$ cat src/rtl/video_out_pkg.sv
// Shared definitions for the video output frame scheduler: default frame
// geometry, packet size and the scheduler state encoding.
package video_out_pkg;

  localparam int P_WIDTH_DEF     = 640;
  localparam int P_HEIGHT_DEF    = 480;
  localparam int PACK_PIXELS_DEF = 8;

  typedef enum logic [1:0] {
    ST_IDLE   = 2'd0,
    ST_ARM    = 2'd1,
    ST_GO     = 2'd2,
    ST_ACTIVE = 2'd3
  } state_e;

endpackage

$ cat src/rtl/video_out_sync.sv
// Two-flop synchroniser for a clk_out-domain level, with one history flop
// providing single-cycle rise/fall events in the clk domain.
module video_out_sync (
  input  logic clk,
  input  logic nRST,
  input  logic async_in,
  output logic rise,
  output logic fall
);

  logic meta;
  logic sync;
  logic hist;

  always_ff @(posedge clk or negedge nRST) begin
    if (!nRST) begin
      meta <= 1'b0;
      sync <= 1'b0;
      hist <= 1'b0;
    end else begin
      meta <= async_in;
      sync <= meta;
      hist <= sync;
    end
  end

  assign rise = sync & ~hist;
  assign fall = ~sync & hist;

endmodule

$ cat src/rtl/video_out_ctrl.sv
// Frame-level scheduler: tracks pixel-FIFO packet occupancy, releases frames to
// the generator once enough packets are buffered and supervises frame/line progress.
module video_out_ctrl
  import video_out_pkg::*;
#(
  parameter int P_WIDTH     = P_WIDTH_DEF,
  parameter int P_HEIGHT    = P_HEIGHT_DEF,
  parameter int PACK_PIXELS = PACK_PIXELS_DEF,
  parameter int FIFO_PACKS  = 512,
  parameter int CNT_W       = 10,
  parameter int GO_TIMEOUT  = 4095
) (
  input  logic             clk,
  input  logic             nRST,
  input  logic             enable,
  input  logic [CNT_W-1:0] start_thresh,
  input  logic             pack_push,
  input  logic             pix_ack,
  input  logic             frame_valid_a,
  input  logic             line_valid_a,
  output logic             frame_go,
  output logic [CNT_W-1:0] fill_packs,
  output logic [9:0]       line_cnt,
  output logic [15:0]      frame_cnt,
  output logic             frame_done,
  output logic             busy,
  output logic             err_overflow,
  output logic             err_underflow,
  output logic             err_short_frame,
  output logic             err_go_timeout,
  input  logic             err_clr
);

  localparam int PIX_W = (PACK_PIXELS > 1) ? $clog2(PACK_PIXELS) : 1;
  localparam int TO_W  = $clog2(GO_TIMEOUT + 1);

  localparam logic [CNT_W-1:0] FULL       = CNT_W'(FIFO_PACKS);
  localparam logic [PIX_W-1:0] PIX_LAST   = PIX_W'(PACK_PIXELS - 1);
  localparam logic [9:0]       HEIGHT     = 10'(P_HEIGHT);
  localparam logic [TO_W-1:0]  TO_LIMIT   = TO_W'(GO_TIMEOUT);
  localparam int               line_packs_unused = P_WIDTH / PACK_PIXELS;

  function automatic logic [9:0] sat_inc10(input logic [9:0] v);
    return (v == 10'h3FF) ? v : v + 10'd1;
  endfunction

  state_e           state;
  logic [PIX_W-1:0] pix_cnt;
  logic [TO_W-1:0]  to_cnt;

  logic fv_rise;
  logic fv_fall;
  logic lv_rise_unused;
  logic lv_fall;

  logic       consume;
  logic       ovf_evt;
  logic       udf_evt;
  logic       to_evt;
  logic       frame_end;
  logic       short_evt;
  logic [9:0] line_next;

  video_out_sync u_fv_sync (
    .clk      (clk),
    .nRST     (nRST),
    .async_in (frame_valid_a),
    .rise     (fv_rise),
    .fall     (fv_fall)
  );

  video_out_sync u_lv_sync (
    .clk      (clk),
    .nRST     (nRST),
    .async_in (line_valid_a),
    .rise     (lv_rise_unused),
    .fall     (lv_fall)
  );

  // A packet leaves the FIFO when the per-packet pixel counter wraps.
  assign consume = pix_ack && (pix_cnt == PIX_LAST);
  assign ovf_evt = pack_push && !consume && (fill_packs == FULL);
  assign udf_evt = consume && !pack_push && (fill_packs == '0);

  always_ff @(posedge clk or negedge nRST) begin
    if (!nRST) begin
      pix_cnt <= '0;
    end else if (pix_ack) begin
      pix_cnt <= pix_cnt + PIX_W'(1);
    end
  end

  always_ff @(posedge clk or negedge nRST) begin
    if (!nRST) begin
      fill_packs <= '0;
    end else if (pack_push && !consume && !ovf_evt) begin
      fill_packs <= fill_packs + CNT_W'(1);
    end else if (consume && !pack_push && !udf_evt) begin
      fill_packs <= fill_packs - CNT_W'(1);
    end
  end

  // The final line of a frame is counted before the frame-end length check.
  assign line_next = (state == ST_ACTIVE && lv_fall) ? sat_inc10(line_cnt) : line_cnt;
  assign frame_end = (state == ST_ACTIVE) && fv_fall;
  assign short_evt = frame_end && (line_next != HEIGHT);
  assign to_evt    = (state == ST_GO) && !fv_rise && (to_cnt == TO_LIMIT);

  always_ff @(posedge clk or negedge nRST) begin
    if (!nRST) begin
      state      <= ST_IDLE;
      to_cnt     <= '0;
      line_cnt   <= '0;
      frame_cnt  <= '0;
      frame_done <= 1'b0;
    end else begin
      frame_done <= frame_end;
      case (state)
        ST_IDLE: begin
          if (enable) state <= ST_ARM;
        end
        ST_ARM: begin
          if (!enable) begin
            state <= ST_IDLE;
          end else if (fill_packs >= start_thresh) begin
            state  <= ST_GO;
            to_cnt <= '0;
          end
        end
        ST_GO: begin
          if (fv_rise) begin
            state    <= ST_ACTIVE;
            line_cnt <= '0;
          end else if (to_evt) begin
            state <= ST_ARM;
          end else begin
            to_cnt <= to_cnt + TO_W'(1);
          end
        end
        ST_ACTIVE: begin
          line_cnt <= line_next;
          if (fv_fall) begin
            frame_cnt <= frame_cnt + 16'd1;
            state     <= enable ? ST_ARM : ST_IDLE;
          end
        end
        default: state <= ST_IDLE;
      endcase
    end
  end

  // Sticky flags: a new error in the clearing cycle keeps its flag set.
  always_ff @(posedge clk or negedge nRST) begin
    if (!nRST) begin
      err_overflow    <= 1'b0;
      err_underflow   <= 1'b0;
      err_short_frame <= 1'b0;
      err_go_timeout  <= 1'b0;
    end else begin
      err_overflow    <= (err_overflow    && !err_clr) || ovf_evt;
      err_underflow   <= (err_underflow   && !err_clr) || udf_evt;
      err_short_frame <= (err_short_frame && !err_clr) || short_evt;
      err_go_timeout  <= (err_go_timeout  && !err_clr) || to_evt;
    end
  end

  assign frame_go = (state == ST_GO);
  assign busy     = (state != ST_IDLE);

endmodule
$ cat config.mk
export PLATFORM = sky130hd
export DESIGN_NAME = video_out_ctrl
export DESIGN_NICKNAME = d
export VERILOG_FILES = /design/src/rtl/video_out_pkg.sv /design/src/rtl/video_out_sync.sv /design/src/rtl/video_out_ctrl.sv
export SDC_FILE = /design/constraint.sdc
export NUM_CORES = 1
export LEC_CHECK = 0
export ABC_AREA = 1
export CAP_MARGIN = 10
export CORE_MARGIN = 5
export CORE_UTILIZATION = 56
export CTS_BUF_LIST = sky130_fd_sc_hd__clkbuf_4 sky130_fd_sc_hd__clkbuf_8
export DETAILED_ROUTE_END_ITERATION = 7
export GPL_TIMING_DRIVEN = 0
export PLACE_DENSITY_LB_ADDON = 0.15
export RECOVER_POWER = 50
export SYNTH_ARGS = -nofsm -noshare
export SYNTH_HDL_FRONTEND = slang
export SYNTH_HIERARCHICAL = 1
export SYNTH_SLANG_ARGS = --single-unit
$ cat constraint.sdc
create_clock -name clk -period 3.6 [get_ports clk]
set_clock_uncertainty 0.15 [all_clocks]
set_input_delay 0.36 -clock clk [delete_from_list [all_inputs] [get_ports clk]]
set_output_delay 0.36 -clock clk [all_outputs]
set_load 0.1 [all_outputs]
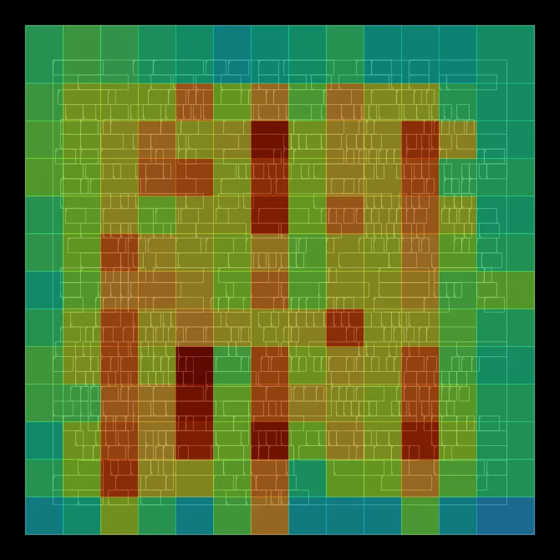
**Above:** run 1 (track usage over the die).
post-DR wirelength/cell: 13.3 um
met3 Track Usage GR: 0.0547
GR Util All Layers: 0.218

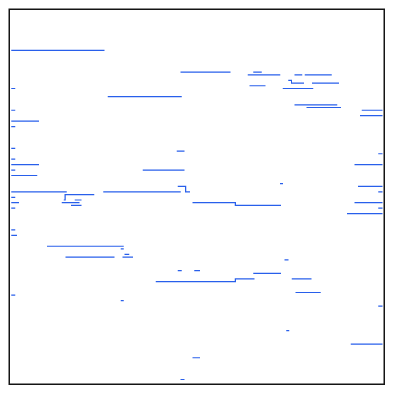
**Above:** run 1 (the metal 3 layer).
Scale: 4 px per um.
longest straight run: 23.0 um
wire length on this layer: 359 um
vias: 3448
routed wire length: 8720 um

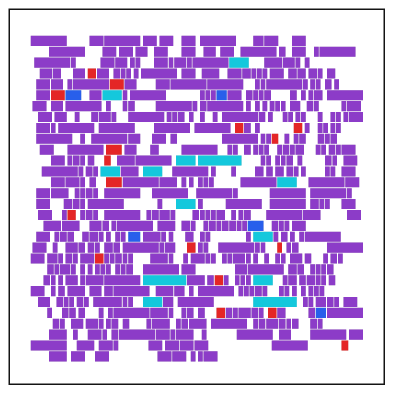
**Above:** run 1 (sizing map).
Scale: 4 px per um.
| colour | size | cells |
|---|---|---|
| blue | _3 and _4 cells | 5 |
| cyan | _6 and larger | 13 |
| red | _2 cells | 17 |
| purple | _0 and _1 cells | 527 |
Non-CTS buffers: 65
Final WS setup: 0.518 ns

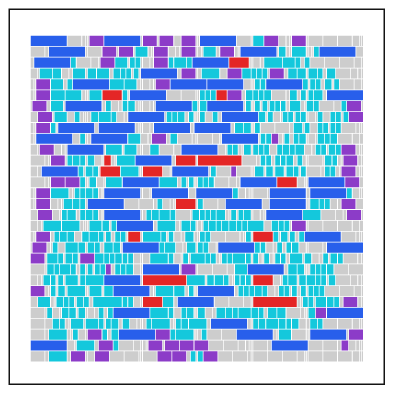
**Above:** run 1 (cell classes on the final placement).
Scale: 4 px per um. Fill, decap, tap and diode cells in grey.
| colour | class | cells | share of their area |
|---|---|---|---|
| blue | flops | 64 | 34% |
| red | clock drivers and dummy loads | 16 | 5.3% |
| purple | other buffers and delay cells | 65 | 13% |
| cyan | combinational and other logic | 417 | 47% |
final instance area: 0.00479 mm2
core area: 0.00679 mm2
Finished Core Util: 0.706
flop share of the area: 0.334
FP Rows: 30

==> flow_summary.json, run 1 <==
{
  "relSlewSlack": -0.0395,
  "taps": 96,
  "top_layer": "met4",
  "grt_max_degree": 65,
  "warnings": 26,
  "area_delta_synth_final_pct": 23.1,
  "ff_latch_area_mm2": 0.00160,
  "largest_reg_flops": 16,
  "grt_pass1_vias": 3355,
  "grt-ovfl-total": 0,
  "synth_cells": 485,
  "cpPeakStageDelay_ns": 0.43,
  "internal-power_w": 0.00190,
  "antenna_found_initial": 0,
  "clkCellAreaFrac": 0.0519,
  "syn_area_mm2": 0.00389,
  "path_clk_slew_ns": 0.07,
  "floorplan.nets": 527,
  "path_cells": "inv_1 > nand4_1 > nor2_1 > nand3_1 > nand2_1 > inv_1 > fa_1 > o21ai_0 > a21oi_1 > or2_2 > a31oi_1",
  "met1_length_um": 3930,
  "hold_end": "u_fv_sync/sync$_DFF_PN0_",
  "yosys_warnings": 6,
  "cts_setup_buffers": 0,
  "hold_start": "u_fv_sync/meta$_DFF_PN0_",
  "cp.arrival_ns": 3.19,
  "grt_use_met2": 0.360,
  "status": "finished, violations left",
  "port_buffers": 60,
  "cap_violations": 1,
  "diodes": 0,
  "hold_slack_ns": 0.199,
  "nets": 599,
  "place_inst": 641,
  "grt_pass1_wl_um": 15200,
  "final_common_cell": "nand2_1",
  "slew_viol_final": 65,
  "setup_tns_ns": 0,
  "cp.depth": 11,
  "end_kind": "flip-flop",
  "cp_slowest_cell": "dfrtp_1",
  "worstPathMaxFanout": 12,
  "drtPass1Iterations": 4,
  "p_leak_nw": 2.32,
  "wl_met2_um": 4270,
  "final_cell_mix": "nand2_1, inv_1, dfrtp_1, clkdlybuf4s50_1, nor2_1",
  "cts_buffer_depth": 2,
  "worst_path_most_repeated_cell": "inv_1",
  "dp_hpwl_um": 6510,
  "wl_met3_um": 359,
  "period_used_share": 0.856,
  "use_met1": 0.276,
  "total_power_w": 0.00373,
  "r2r_setup_slack_ns": 0.52,
  "clkbuf_count": 11,
  "violations": "max-capacitance violations, max-slew violations",
  "cts-root-buf": "clkbuf_8",
  "setup_viol": 0,
  "cts.htree.levels": 3,
  "worstPathRequired_ns": 3.71,
  "grt.busiest_layer": "met2",
  "p_per_area_mw_per_mm2": 778,
  "max_freq_mhz": 324,
  "pg_seq_w": 0.00102,
  "endpoint": "fill_packs[6]$_DFFE_PN0P_",
  "power_leader": "combinational logic",
  "power_switching_share": 0.490,
  "switchingPower_w": 0.00183,
  "cp-start-kind": "flip-flop",
  "dieWidth_um": 93.4,
  "worstSetupPathType": "reg2reg",
  "die_h_um": 93.4,
  "powerComb_w": 0.00194,
  "numCtsBuffers": 9,
  "n_fill_cell": 547,
  "fin_cells": 658,
  "io_pins": 61,
  "ir_drop_mv": 0.744,
  "buf_share": 0.130
}
## Run 2: what changed since run 1
--- a/config.mk
+++ b/config.mk
@@ -8,11 +8,11 @@
 export ABC_AREA = 1
 export CAP_MARGIN = 10
 export CORE_MARGIN = 5
-export CORE_UTILIZATION = 56
+export CORE_UTILIZATION = 45
 export CTS_BUF_LIST = sky130_fd_sc_hd__clkbuf_4 sky130_fd_sc_hd__clkbuf_8
 export DETAILED_ROUTE_END_ITERATION = 7
 export GPL_TIMING_DRIVEN = 0
-export PLACE_DENSITY_LB_ADDON = 0.15
+export PLACE_DENSITY_LB_ADDON = 0.08
 export RECOVER_POWER = 50
 export SYNTH_ARGS = -nofsm -noshare
 export SYNTH_HDL_FRONTEND = slang
==> flow_summary.json, run 2 <==
{
  "status": "finished, violations left",
  "violations": "max-capacitance violations, max-slew violations",
  "final_util": 0.561,
  "hold_start": "u_fv_sync/meta$_DFF_PN0_",
  "cp.depth": 11,
  "worstPathRequired_ns": 3.71,
  "cap_violations": 1,
  "diodes": 0,
  "warnings": 26,
  "grt_pass1_vias": 3242,
  "synth_cells": 485,
  "r2r_setup_slack_ns": 0.50,
  "floorplan.nets": 527,
  "final_area_mm2": 0.00482,
  "setup_tns_ns": 0,
  "p_per_area_mw_per_mm2": 782,
  "vias": 3350,
  "n_fill_cell": 804,
  "total_power_w": 0.00377,
  "place_inst": 653,
  "wl_met3_um": 385,
  "cts_setup_buffers": 0,
  "fin_cells": 669,
  "hold_slack_ns": 0.210,
  "final_common_cell": "nand2_1",
  "wl_per_cell_um": 12.8,
  "ir_drop_mv": 0.635,
  "grt_usage": 0.171,
  "dieWidth_um": 103,
  "largest_reg_flops": 16,
  "grt_use_met2": 0.275,
  "nets": 598,
  "buf_share": 0.128,
  "end_kind": "flip-flop",
  "grt-ovfl-total": 0,
  "antenna_found_initial": 0,
  "slew_viol_final": 65,
  "core_area_mm2": 0.00859,
  "clkCellAreaFrac": 0.0553,
  "top_layer": "met4",
  "yosys_warnings": 6,
  "routed_wl_um": 8550,
  "final_cell_mix": "nand2_1, inv_1, dfrtp_1, clkdlybuf4s50_1, nor2_1",
  "relSlewSlack": -0.0771,
  "grt.busiest_layer": "met2",
  "period_used_share": 0.861,
  "rows": 34,
  "cpPeakStageDelay_ns": 0.43,
  "internal-power_w": 0.00194
}
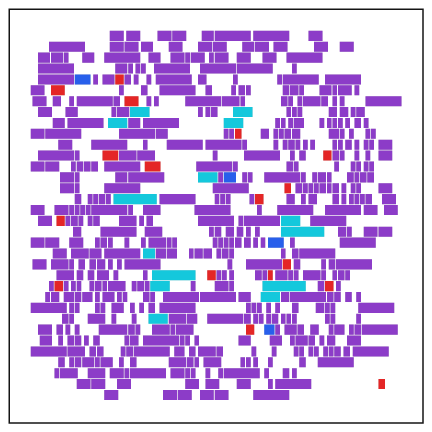
**Above:** run 2 (sizing map).
Scale: 4 px per um.
Final WS setup: 0.500 ns
Non-CTS buffers: 64
Area Overhead vs Synth: 23.7%

## Run 3: what changed since run 2
--- a/config.mk
+++ b/config.mk
@@ -7,6 +7,7 @@
 export LEC_CHECK = 0
 export ABC_AREA = 1
 export CAP_MARGIN = 10
+export CORE_ASPECT_RATIO = 1.25
 export CORE_MARGIN = 5
 export CORE_UTILIZATION = 45
 export CTS_BUF_LIST = sky130_fd_sc_hd__clkbuf_4 sky130_fd_sc_hd__clkbuf_8
==> flow_summary.json, run 3 <==
{
  "hold_start": "u_fv_sync/meta$_DFF_PN0_",
  "setup_tns_ns": 0,
  "final_area_mm2": 0.00476,
  "hold_slack_ns": 0.207,
  "drt-initial-drc-count": 83,
  "cts_buffer_depth": 2,
  "end_kind": "flip-flop",
  "warnings": 26,
  "vias": 3321,
  "wl_met3_um": 287,
  "routed_wl_um": 8620,
  "cpPeakStageDelay_ns": 0.43,
  "cp.depth": 11,
  "finalWorstSetupSlack_ns": 0.538,
  "grt_pass1_wl_um": 14900,
  "period_used_share": 0.851,
  "worstPathRequired_ns": 3.70,
  "total_power_w": 0.00358,
  "r2r_setup_slack_ns": 0.54,
  "grt.busiest_layer": "met2",
  "floorplan.nets": 527,
  "nNonClkBuffers": 65,
  "yosys_warnings": 6,
  "core_area_mm2": 0.00856,
  "grt_usage": 0.174,
  "cts_setup_buffers": 0,
  "final_util": 0.557,
  "synth_cells": 485,
  "area_delta_synth_final_pct": 22.3,
  "dieWidth_um": 93.2,
  "grt-ovfl-total": 0,
  "wl_per_cell_um": 13.0,
  "status": "finished, violations left",
  "p_per_area_mw_per_mm2": 750,
  "nets": 599,
  "switchingPower_w": 0.00182,
  "clkbuf_count": 11,
  "slew_viol_final": 65,
  "largest_reg_flops": 16,
  "diodes": 0,
  "internal-power_w": 0.00176,
  "cap_violations": 1,
  "relSlewSlack": -0.0709,
  "crit_family": "simple AND/OR/NAND/NOR gates",
  "final_cell_mix": "nand2_1, inv_1, dfrtp_1, clkdlybuf4s50_1, nor2_1",
  "gp_congestion": 0.868,
  "violations": "max-capacitance violations, max-slew violations",
  "syn_area_mm2": 0.00389,
  "clkCellAreaFrac": 0.0423,
  "place_inst": 645,
  "buf_share": 0.131,
  "top_layer": "met4",
  "n_fill_cell": 834,
  "grt_use_met2": 0.304
}
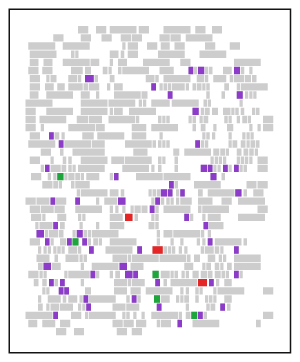
**Above:** run 3 (selected gate families).
Scale: 3 px per um.
| colour | family | cells |
|---|---|---|
| green | AND and OR gates | 5 |
| red | AND-OR and OR-AND gates | 3 |
| purple | inverting AOI/OAI gates | 60 |
most frequent logic cell in the layout: nand2_1
Comb area share: 0.408

